### config.mk
export PLATFORM = sky130hd
export DESIGN_NAME = fb_mem_arbiter
export DESIGN_NICKNAME = d
export VERILOG_FILES = /design/src/rtl/fb_arb_pkg.sv /design/src/rtl/fb_mem_arbiter_fifo.sv /design/src/rtl/fb_mem_arbiter.sv
export SDC_FILE = /design/constraint.sdc
export NUM_CORES = 1
export LEC_CHECK = 0
export ABC_AREA = 1
export CORE_ASPECT_RATIO = 0.9
export CORE_UTILIZATION = 36
export DETAILED_ROUTE_END_ITERATION = 16
export DONT_BUFFER_PORTS = 1
export PLACE_DENSITY_LB_ADDON = 0.25
export SLEW_MARGIN = 20
export SYNTH_ARGS = -nofsm -noshare
export SYNTH_HDL_FRONTEND = slang
export SYNTH_SLANG_ARGS = --single-unit
### constraint.sdc
create_clock -name iCLK -period 3.8 [get_ports iCLK]
set_clock_uncertainty 0.15 [all_clocks]
set_input_delay 0.38 -clock iCLK [delete_from_list [all_inputs] [get_ports iCLK]]
set_output_delay 0.38 -clock iCLK [all_outputs]
set_load 0.01 [all_outputs]
### src/rtl/fb_arb_pkg.sv
// fb_arb_pkg -- shared constants and the grant-kind enum for the frame-buffer
// RAM arbiter (fb_mem_arbiter) and its prefetch FIFO.
//   ADDR_W      : RAM word-address width
//   DATA_W      : RAM word width (four 8-bit palette indices)
//   FRAME_WORDS : words per 640x480 frame
//   grant_t     : what the single RAM port does in a given cycle
package fb_arb_pkg;

    localparam int ADDR_W      = 19;
    localparam int DATA_W      = 32;
    localparam int FRAME_WORDS = 76800;
    localparam int FIFO_DEPTH  = 4;
    localparam int LOW_WATER   = 2;

    typedef enum logic [1:0] {
        GNT_NONE,
        GNT_DISP,
        GNT_HOST_RD,
        GNT_HOST_WR
    } grant_t;

endpackage

### src/rtl/fb_mem_arbiter_fifo.sv
// fb_prefetch_fifo -- small synchronous FIFO that buffers display words read
// ahead of the VGA pixel pipeline.
// Ports:
//   clk_i, rst_n_i        clock, asynchronous active-low reset
//   flush_i               empty the FIFO and clear the underrun flag (wins
//                         over a push or pop in the same cycle)
//   push_i, push_data_i   write one word at the tail
//   pop_i                 consume the head word (ignored when empty)
//   data_o, valid_o       head word (0 when empty) and non-empty flag
//   count_o               number of stored words, 0..DEPTH
//   underrun_o            sticky: a pop arrived while empty
module fb_prefetch_fifo #(
    parameter int DATA_W = 32,
    parameter int DEPTH  = 4
) (
    input  logic                       clk_i,
    input  logic                       rst_n_i,
    input  logic                       flush_i,
    input  logic                       push_i,
    input  logic [DATA_W-1:0]          push_data_i,
    input  logic                       pop_i,
    output logic [DATA_W-1:0]          data_o,
    output logic                       valid_o,
    output logic [$clog2(DEPTH):0]     count_o,
    output logic                       underrun_o
);

    localparam int PTR_W = $clog2(DEPTH);

    logic [DATA_W-1:0] mem_q [DEPTH];
    logic [PTR_W-1:0]  wr_ptr_q;
    logic [PTR_W-1:0]  rd_ptr_q;
    logic [PTR_W:0]    count_q;
    logic              underrun_q;
    logic              empty;
    logic              do_pop;

    assign empty  = (count_q == '0);
    assign do_pop = pop_i && !empty;

    // NOTE: state registers use non-blocking assignments so every flop samples
    // the pre-edge values, independent of statement order.
    always_ff @(posedge clk_i or negedge rst_n_i) begin
        if (!rst_n_i) begin
            wr_ptr_q   <= '0;
            rd_ptr_q   <= '0;
            count_q    <= '0;
            underrun_q <= 1'b0;
        end else if (flush_i) begin
            wr_ptr_q   <= '0;
            rd_ptr_q   <= '0;
            count_q    <= '0;
            underrun_q <= 1'b0;
        end else begin
            if (push_i) wr_ptr_q <= wr_ptr_q + PTR_W'(1);
            if (do_pop) rd_ptr_q <= rd_ptr_q + PTR_W'(1);
            case ({push_i, do_pop})
                2'b10:   count_q <= count_q + (PTR_W+1)'(1);
                2'b01:   count_q <= count_q - (PTR_W+1)'(1);
                default: count_q <= count_q;
            endcase
            if (pop_i && empty) underrun_q <= 1'b1;
        end
    end

    // NOTE: the storage array has no reset; only pointers and count do, and
    // the head word is masked while empty so stale contents never leak out.
    always_ff @(posedge clk_i) begin
        if (push_i && !flush_i) mem_q[wr_ptr_q] <= push_data_i;
    end

    assign data_o     = empty ? '0 : mem_q[rd_ptr_q];
    assign valid_o    = !empty;
    assign count_o    = count_q;
    assign underrun_o = underrun_q;

endmodule

### src/rtl/fb_mem_arbiter.sv
// fb_mem_arbiter -- shares one single-port frame-buffer RAM between the VGA
// scan-out prefetch FIFO and a host req/ack port, one RAM access per clock.
// Ports:
//   iCLK, iRST_n                 clock, asynchronous active-low reset
//   iDISP_START                  frame start: restart display address, flush FIFO
//   iDISP_POP                    display consumes the head word
//   oDISP_DATA/VALID/UNDERRUN    FIFO head, non-empty, sticky underrun
//   iHOST_REQ/WE/ADDR/WD         host request (held stable until oHOST_ACK)
//   oHOST_ACK, oHOST_RD          completion pulse and read data
//   oRAM_WE/ADDR/WD, iRAM_RD     RAM port (read data one cycle after address)
//   oSTALL_CNT                   host stall counter
// Optional feature: define FB_ARB_STATS_EN to build the stall counter;
// otherwise oSTALL_CNT is tied to 0.
module fb_mem_arbiter
    import fb_arb_pkg::*;
#(
    parameter int ADDR_W      = fb_arb_pkg::ADDR_W,
    parameter int DATA_W      = fb_arb_pkg::DATA_W,
    parameter int FRAME_WORDS = fb_arb_pkg::FRAME_WORDS,
    parameter int FIFO_DEPTH  = fb_arb_pkg::FIFO_DEPTH,
    parameter int LOW_WATER   = fb_arb_pkg::LOW_WATER
) (
    input  logic              iCLK,
    input  logic              iRST_n,
    input  logic              iDISP_START,
    input  logic              iDISP_POP,
    output logic [DATA_W-1:0] oDISP_DATA,
    output logic              oDISP_VALID,
    output logic              oDISP_UNDERRUN,
    input  logic              iHOST_REQ,
    input  logic              iHOST_WE,
    input  logic [ADDR_W-1:0] iHOST_ADDR,
    input  logic [DATA_W-1:0] iHOST_WD,
    output logic              oHOST_ACK,
    output logic [DATA_W-1:0] oHOST_RD,
    output logic              oRAM_WE,
    output logic [ADDR_W-1:0] oRAM_ADDR,
    output logic [DATA_W-1:0] oRAM_WD,
    input  logic [DATA_W-1:0] iRAM_RD,
    output logic [15:0]       oSTALL_CNT
);

    localparam int CNT_W = $clog2(FIFO_DEPTH) + 1;

    grant_t            grant;
    grant_t            tag_q;       // kind of the access whose data returns this cycle
    logic [ADDR_W-1:0] disp_addr_q;
    logic [ADDR_W-1:0] ram_addr_q;  // last driven address, held on idle cycles
    logic [DATA_W-1:0] host_rd_q;
    logic [CNT_W-1:0]  fifo_count;
    logic [CNT_W:0]    eff_level;
    logic              disp_in_flight;
    logic              host_in_flight;
    logic              disp_avail;
    logic              host_elig;

    assign disp_in_flight = (tag_q == GNT_DISP);
    // The host access is in flight exactly in its ack cycle.
    assign host_in_flight = (tag_q == GNT_HOST_RD) || (tag_q == GNT_HOST_WR);
    assign eff_level      = {1'b0, fifo_count} + {{CNT_W{1'b0}}, disp_in_flight};
    // No display read in the START cycle: its address is about to be reset.
    assign disp_avail     = (disp_addr_q < ADDR_W'(FRAME_WORDS)) && !iDISP_START;
    assign host_elig      = iHOST_REQ && !host_in_flight;

    // NOTE: every combinational output gets a default first so no path can
    // leave it unassigned and infer a latch.
    always_comb begin
        grant = GNT_NONE;
        if (disp_avail && (eff_level < (CNT_W+1)'(LOW_WATER))) begin
            grant = GNT_DISP;
        end else if (host_elig) begin
            grant = iHOST_WE ? GNT_HOST_WR : GNT_HOST_RD;
        end else if (disp_avail && (eff_level < (CNT_W+1)'(FIFO_DEPTH))) begin
            grant = GNT_DISP;
        end
    end

    always_comb begin
        oRAM_WE   = 1'b0;
        oRAM_ADDR = ram_addr_q;
        oRAM_WD   = '0;
        case (grant)
            GNT_DISP:    oRAM_ADDR = disp_addr_q;
            GNT_HOST_RD: oRAM_ADDR = iHOST_ADDR;
            GNT_HOST_WR: begin
                oRAM_WE   = 1'b1;
                oRAM_ADDR = iHOST_ADDR;
                oRAM_WD   = iHOST_WD;
            end
            default: ;
        endcase
    end

    always_ff @(posedge iCLK or negedge iRST_n) begin
        if (!iRST_n) begin
            tag_q       <= GNT_NONE;
            disp_addr_q <= '0;
            ram_addr_q  <= '0;
            host_rd_q   <= '0;
        end else begin
            tag_q      <= grant;
            ram_addr_q <= oRAM_ADDR;
            if (iDISP_START) begin
                disp_addr_q <= '0;
            end else if (grant == GNT_DISP) begin
                disp_addr_q <= disp_addr_q + ADDR_W'(1);
            end
            if (tag_q == GNT_HOST_RD) host_rd_q <= iRAM_RD;
        end
    end

    assign oHOST_ACK = host_in_flight;
    assign oHOST_RD  = (tag_q == GNT_HOST_RD) ? iRAM_RD : host_rd_q;

    // A display word returning in the START cycle is dropped because the
    // flush overrides the push inside the FIFO.
    fb_prefetch_fifo #(
        .DATA_W (DATA_W),
        .DEPTH  (FIFO_DEPTH)
    ) u_fifo (
        .clk_i       (iCLK),
        .rst_n_i     (iRST_n),
        .flush_i     (iDISP_START),
        .push_i      (disp_in_flight),
        .push_data_i (iRAM_RD),
        .pop_i       (iDISP_POP),
        .data_o      (oDISP_DATA),
        .valid_o     (oDISP_VALID),
        .count_o     (fifo_count),
        .underrun_o  (oDISP_UNDERRUN)
    );

`ifdef FB_ARB_STATS_EN
    logic [15:0] stall_q;
    logic        host_gnt;

    assign host_gnt = (grant == GNT_HOST_RD) || (grant == GNT_HOST_WR);

    always_ff @(posedge iCLK or negedge iRST_n) begin
        if (!iRST_n) begin
            stall_q <= '0;
        end else if (iDISP_START) begin
            stall_q <= '0;
        end else if (iHOST_REQ && !host_gnt && !host_in_flight && (stall_q != 16'hFFFF)) begin
            stall_q <= stall_q + 16'd1;
        end
    end

    assign oSTALL_CNT = stall_q;
`else
    assign oSTALL_CNT = 16'd0;
`endif

endmodule

Fig. 1: run 1, metal 1
The bar under the picture is 50 um long. Supply wires on this layer in grey.
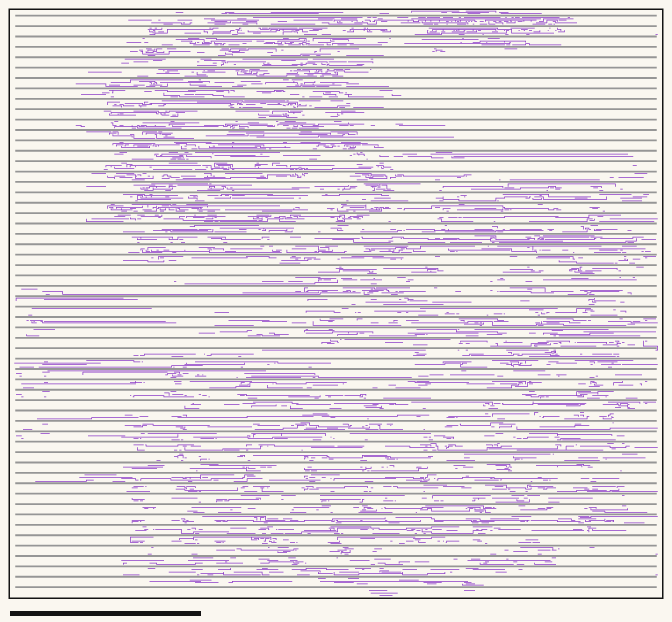
main direction	horizontal
share of all routed wire	45%

Fig. 2: run 1, M2 wires
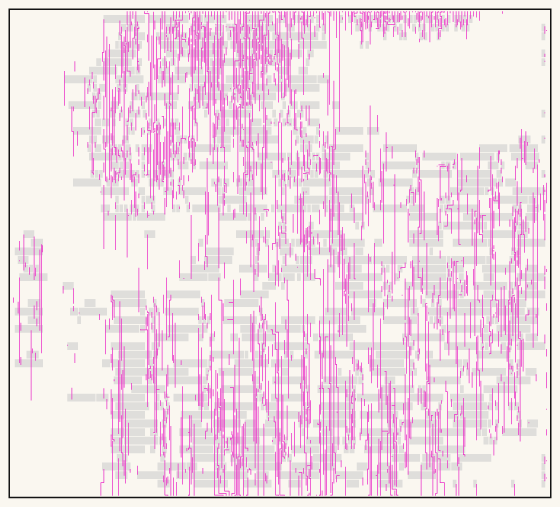
main direction	vertical
wire length on this layer	10500 um
longest straight run	64.2 um
share of all routed wire	46%
DR vias: 6377
DRT Wirelength: 22800 um
met2 GRT Util: 26.5%

==> flow_summary_export.csv, run 1 <==
group,metric,value,unit
final_timing,worst_pin_slew,0.978,ns
cells_and_area,logic_area,0.00286,mm2
logic_synthesis,yosys_warnings,0,
final_timing,drv_slew,0,
critical_path,cp-endpoint,"oRAM_ADDR[9]",
cells_and_area,nClkBuffers,35,
critical_path,startpoint_type,"flip-flop",
cells_and_area,utilization,43.3,%
critical_path,critPathArrivalTime,2.65,ns
cells_and_area,clk_share,7.04,%
power,p_seq_share,40.2,%
logic_synthesis,postSynthCellCount,891,
job,maxCapViolations,0,
logic_synthesis,ys_types,35,
clocking,cts_setup_buffers,0,
logic_synthesis,syn_area,0.00922,mm2
placement,dpl_worst_slack,1.15,ns
logic_synthesis,edf_count,128,
critical_path,cp-startpoint,"tag_q[1]",
floorplanning,die_w,171,um
floorplanning,std_cell_rows,55,
logic_synthesis,yosys_area,0.00922,mm2
critical_path,critPathRequiredTime,3.27,ns
cells_and_area,finalNetCount,1040,
final_timing,slew_headroom,34.6,%
critical_path,reg2reg_slack,1.39,ns
cells_and_area,fin_cells,1305,
cells_and_area,comb-cell-share,26.3,%
drt,drt-met1-wl,10400,um
clocking,numCtsBuffers,24,
power,p_leak,4.38,nW
logic_synthesis,ys_seq_share,63.4,%
grt,met1_usage,24.3,%
final_timing,hold_ws,0.0273,ns
min_path,whs_endpoint,"ram_addr_q[10]",
grt,grt_busiest_layer,"met2",
placement,dp_cells,1207,
drt,drt_iter0_drc,406,
critical_path,reg2regPathDepth,5,
logic_synthesis,ys_sh_aoi,6.00,%
critical_path,crit_chain,"inv_2, nand3_1, inv_1, ha_1, nand3_1, nand2_1, nor2_2, nand3_4, inv_2, nand2_1, nand3_1",
cells_and_area,drive_gt1_share,11.9,%
critical_path,cp.buffers_inverters,3,
grt,grt_pass1_wl,35000,um
cells_and_area,bufAreaShareNonClock,6.85,%
logic_synthesis,ys_cells,891,
placement,gp_congestion,0.787,
clocking,clockBufferDepth,3,
min_path,min_path_cells,2,
cells_and_area,num-nonclk-inverters,61,
logic_synthesis,ys_sh_mux,3.91,%
drt,wl_met2,10500,um
outcome,status,"complete, no violations",
cells_and_area,dominant_cells,"sequential cells",
power,peakVddDrop,0.343,mV
min_path,min_path_type,"input pin to flip-flop",
logic_synthesis,synth_top_area_share,41.7,%
final_timing,setup_ws,0.618,ns
drt,wl_per_cell,17.5,um
logic_synthesis,most_common_cell,"nor2_1",
cells_and_area,flop_area,0.00585,mm2
power,finalPower,0.00730,W
critical_path,slowest_delay,0.49,ns
drt,dr.pass1.iters,5,
final_timing,post-route-min-period,3.18,ns
floorplanning,fp.dieH,154,um
floorplanning,fp_util,36.7,%
clocking,cts.sinks,208,
critical_path,cp_common_cell,"nand3_1",
critical_path,critPathKind,"flip-flop to output pin",
min_path,hold_start,"iHOST_ADDR[10]",
critical_path,worstSetupPathDepth,11,
power,power_clock,0.00223,W
power,p_sw_share,34.6,%
power,p_seq,0.00293,W
floorplanning,tap_cells,342,
power,power.internal,0.00477,W
clocking,root_buffer,"clkbuf_16",
drt,highest_layer,"met4",
critical_path,critPathTopFamily,"simple AND/OR/NAND/NOR gates",
final_timing,fin_crit_sh,83.7,%
placement,io_buffers,0,
critical_path,rr_startpoint,"tag_q[1]",
power,switchingPower,0.00252,W
logic_synthesis,flop_cell,"edfxtp_1",
power,power_leader,"sequential cells",
cells_and_area,mostFrequentLayoutCell,"nor2_1",
final_timing,setup_viol,0,
logic_synthesis,top_cells_by_area,"edfxtp_1, dfrtp_1, nor2_1",
placement,dpl.hpwl,13900,um
logic_synthesis,synth-simple-area-share,18.7,%
critical_path,r2r_end,"u_fifo.mem_q[1][4]",
power,comb-power,0.00214,W
cells_and_area,layout_top_cells,"nor2_1, edfxtp_1, nand2_1",
Fig. 3: run 1, M3 wires
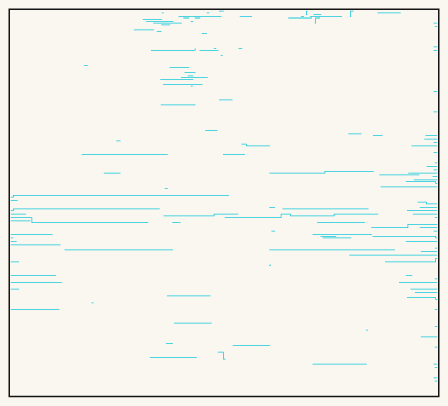
main direction	horizontal
share of all routed wire	6.1%
longest straight run	85.8 um
nets with wire on the layer	102
met3 usage: 3.86%

Fig. 4: run 1, M4 wires
The bar under the picture is 50 um long. Supply wires on this layer in grey.
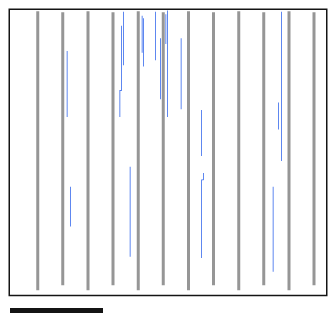
share of all routed wire	2.7%
main direction	vertical

==> run 1: cell families after synthesis <==
logic type	count (synthesis)
flip-flops	208
XOR/XNOR	4
other	1
adder cells (fa/ha/maj)	7
AND/OR/NAND/NOR	405
AND-OR/OR-AND	109
buffers and inverters	125
multiplexers	32
==> run 1: registers in the layout, summed over array words and instances (netlist names) <==
register and count:
host_rd_q 32, u_fifo.rd_ptr_q 2, disp_addr_q 19, u_fifo.wr_ptr_q 2, u_fifo.underrun_o 1, tag_q 2, u_fifo.mem_q 128, u_fifo.count_o 3
ram_addr_q 19
==> run 1: what timing repair did <==
action	4_1_cts	5_1_grt
endpoints found under the hold margin	266	0
resized	0	0
hold buffers	53	0
==> run 1 -> run 2 <==
==> constraint.sdc (replaced) <==
create_clock -name iCLK -period 3.3 [get_ports iCLK]
set_clock_uncertainty 0.15 [all_clocks]
set_input_delay 0.33 -clock iCLK [delete_from_list [all_inputs] [get_ports iCLK]]
set_output_delay 0.33 -clock iCLK [all_outputs]
set_load 0.01 [all_outputs]
Fig. 5: run 2, M3 wires
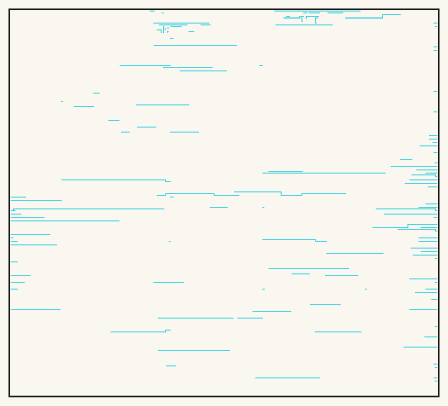
wire length on this layer	1320 um
longest straight run	60.0 um
nets with wire on the layer	100
share of all routed wire	5.8%
met3 usage: 3.04%
DR vias: 6403
DRT Wirelength: 22600 um

==> run 2 against run 1 <==
Effect of this change:
- hold slack better by 0.054 ns
- non-clock buffer count up 7
- wire length down 1.0%
- worst setup slack lost 0.31 ns
- critical path depth up 1
- clock power rose by 13%
- combinational power up 17%
- sequential cell count did not move
- sequential power increased by 15%
- register-to-register slack lost 0.35 ns
- global-route usage shrank 0.29 points
- largest power group unchanged
==> flow_summary_export.csv, run 2 <==
group,metric,value,unit
outcome,status,"complete, no violations",
min_path,min_path_cells,3,
final_timing,fin_crit_sh,90.5,%
critical_path,cp.buffers_inverters,4,
clocking,cts_setup_buffers,0,
critical_path,cp-startpoint,"tag_q[1]",
critical_path,reg2regPathDepth,12,
final_timing,drv_slew,0,
floorplanning,fp.dieH,154,um
final_timing,setup_ws,0.313,ns
logic_synthesis,postSynthCellCount,891,
cells_and_area,mostFrequentLayoutCell,"nor2_1",
power,p_leak,4.40,nW
logic_synthesis,most_common_cell,"nor2_1",
power,power_leader,"sequential cells",
floorplanning,std_cell_rows,55,
job,maxCapViolations,0,
critical_path,reg2reg_slack,1.04,ns
clocking,cts_resized,0,
logic_synthesis,yosys_area,0.00922,mm2
critical_path,cp_common_cell,"nand3_1",
cells_and_area,flop_area,0.00585,mm2
min_path,whs_endpoint,"tag_q[0]",
cells_and_area,logic_area,0.00286,mm2
power,comb-power,0.00250,W
cells_and_area,largest_reg_flops,128,
cells_and_area,reg.largest.list,"u_fifo.mem_q: 128 flops, host_rd_q: 32 flops",
power,finalPower,0.00838,W
critical_path,critPathTopFamily,"simple AND/OR/NAND/NOR gates",
critical_path,r2r_end,"ram_addr_q[5]",
floorplanning,die_w,171,um
power,p_seq,0.00337,W
cells_and_area,regMostFlops,"u_fifo.mem_q",
clocking,cts.sinks,208,
cells_and_area,finalNetCount,1046,
drt,wl_per_cell,17.3,um
cells_and_area,drive_gt1_share,12.5,%
critical_path,slowest_delay,0.50,ns
clocking,clockBufferDepth,3,
logic_synthesis,flop_cell,"edfxtp_1",
critical_path,critPathKind,"flip-flop to output pin",
power,power.internal,0.00548,W
min_path,hold_start,"iHOST_WE",
drt,dr.pass1.iters,5,
logic_synthesis,ys_cells,891,
placement,dp_cells,1211,
final_timing,slew_headroom,49.9,%
power,peakVddDrop,0.454,mV
placement,dpl_worst_slack,0.846,ns
critical_path,critPathArrivalTime,2.51,ns
logic_synthesis,yosys_warnings,0,
critical_path,cp-endpoint,"oRAM_ADDR[5]",
critical_path,worstSetupPathDepth,12,
drt,antenna_left,0,
power,p_sw_share,34.6,%
logic_synthesis,ys_seq_share,63.4,%
logic_synthesis,ys_types,35,
critical_path,critPathRequiredTime,2.82,ns
clocking,numCtsBuffers,23,
power,switchingPower,0.00290,W
logic_synthesis,top_cells_by_area,"edfxtp_1, dfrtp_1, nor2_1",
placement,io_buffers,0,
cells_and_area,utilization,43.4,%
clocking,root_buffer,"clkbuf_16",
cells_and_area,layout_top_cells,"nor2_1, edfxtp_1, nand2_1",
logic_synthesis,synth_top_area_share,41.7,%
floorplanning,fp_util,36.7,%
final_timing,worst_pin_slew,0.751,ns
Fig. 6: run 2, metal 1
The bar under the picture is 50 um long. Supply wires on this layer in grey.
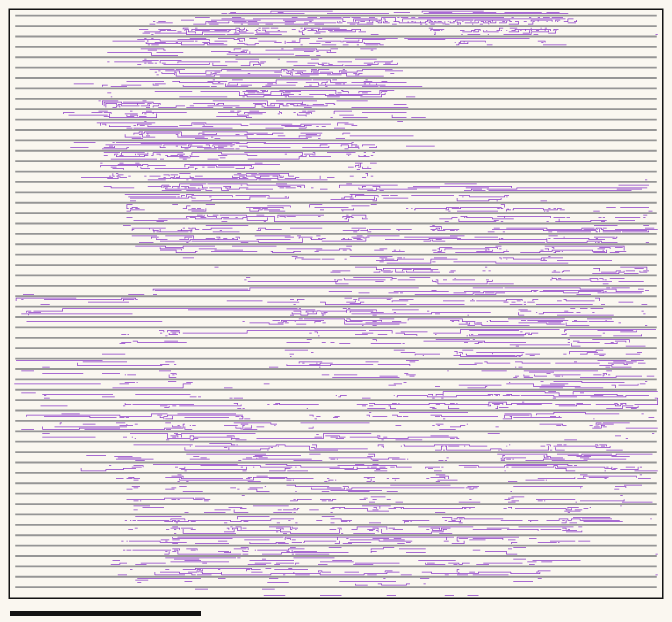
nets with wire on the layer	951
longest straight run	61.4 um

run 2: metal layers:
layer  GRT usage (%)  wire (um)  share of wire, %
met2            26.2      10500                46
met3            3.04       1320               5.8
met1            24.7      10400                46
met5               0          0                 0
met4            4.29        409               1.8
run 2: logic make-up (layout without fill, tap and decap cells):
family	Yosys count	in the layout	synth area share (%)
AOI/OAI and AO/OA	109	109	6.00
xor gates and xnor gates	4	4	0.380
adders and majority gates	7	7	1.03
buffers and inverters	125	185	6.50
DFF	208	208	63.4
muxes	32	32	3.91
other	1	17	0.0407
and+or+nand+nor	405	405	18.7
run 2: final cells by class:
cell class              count  area share, %
well taps                 342           3.92
clock buffers              29           5.76
repair buffers             83           7.27
flip-flops and latches    208           53.6
inverters                  61           2.13
diodes                      1         0.0229
clock inverters            12           1.04
multi-input cells         573           26.2
Power is estimated from default activity; no workload was simulated.
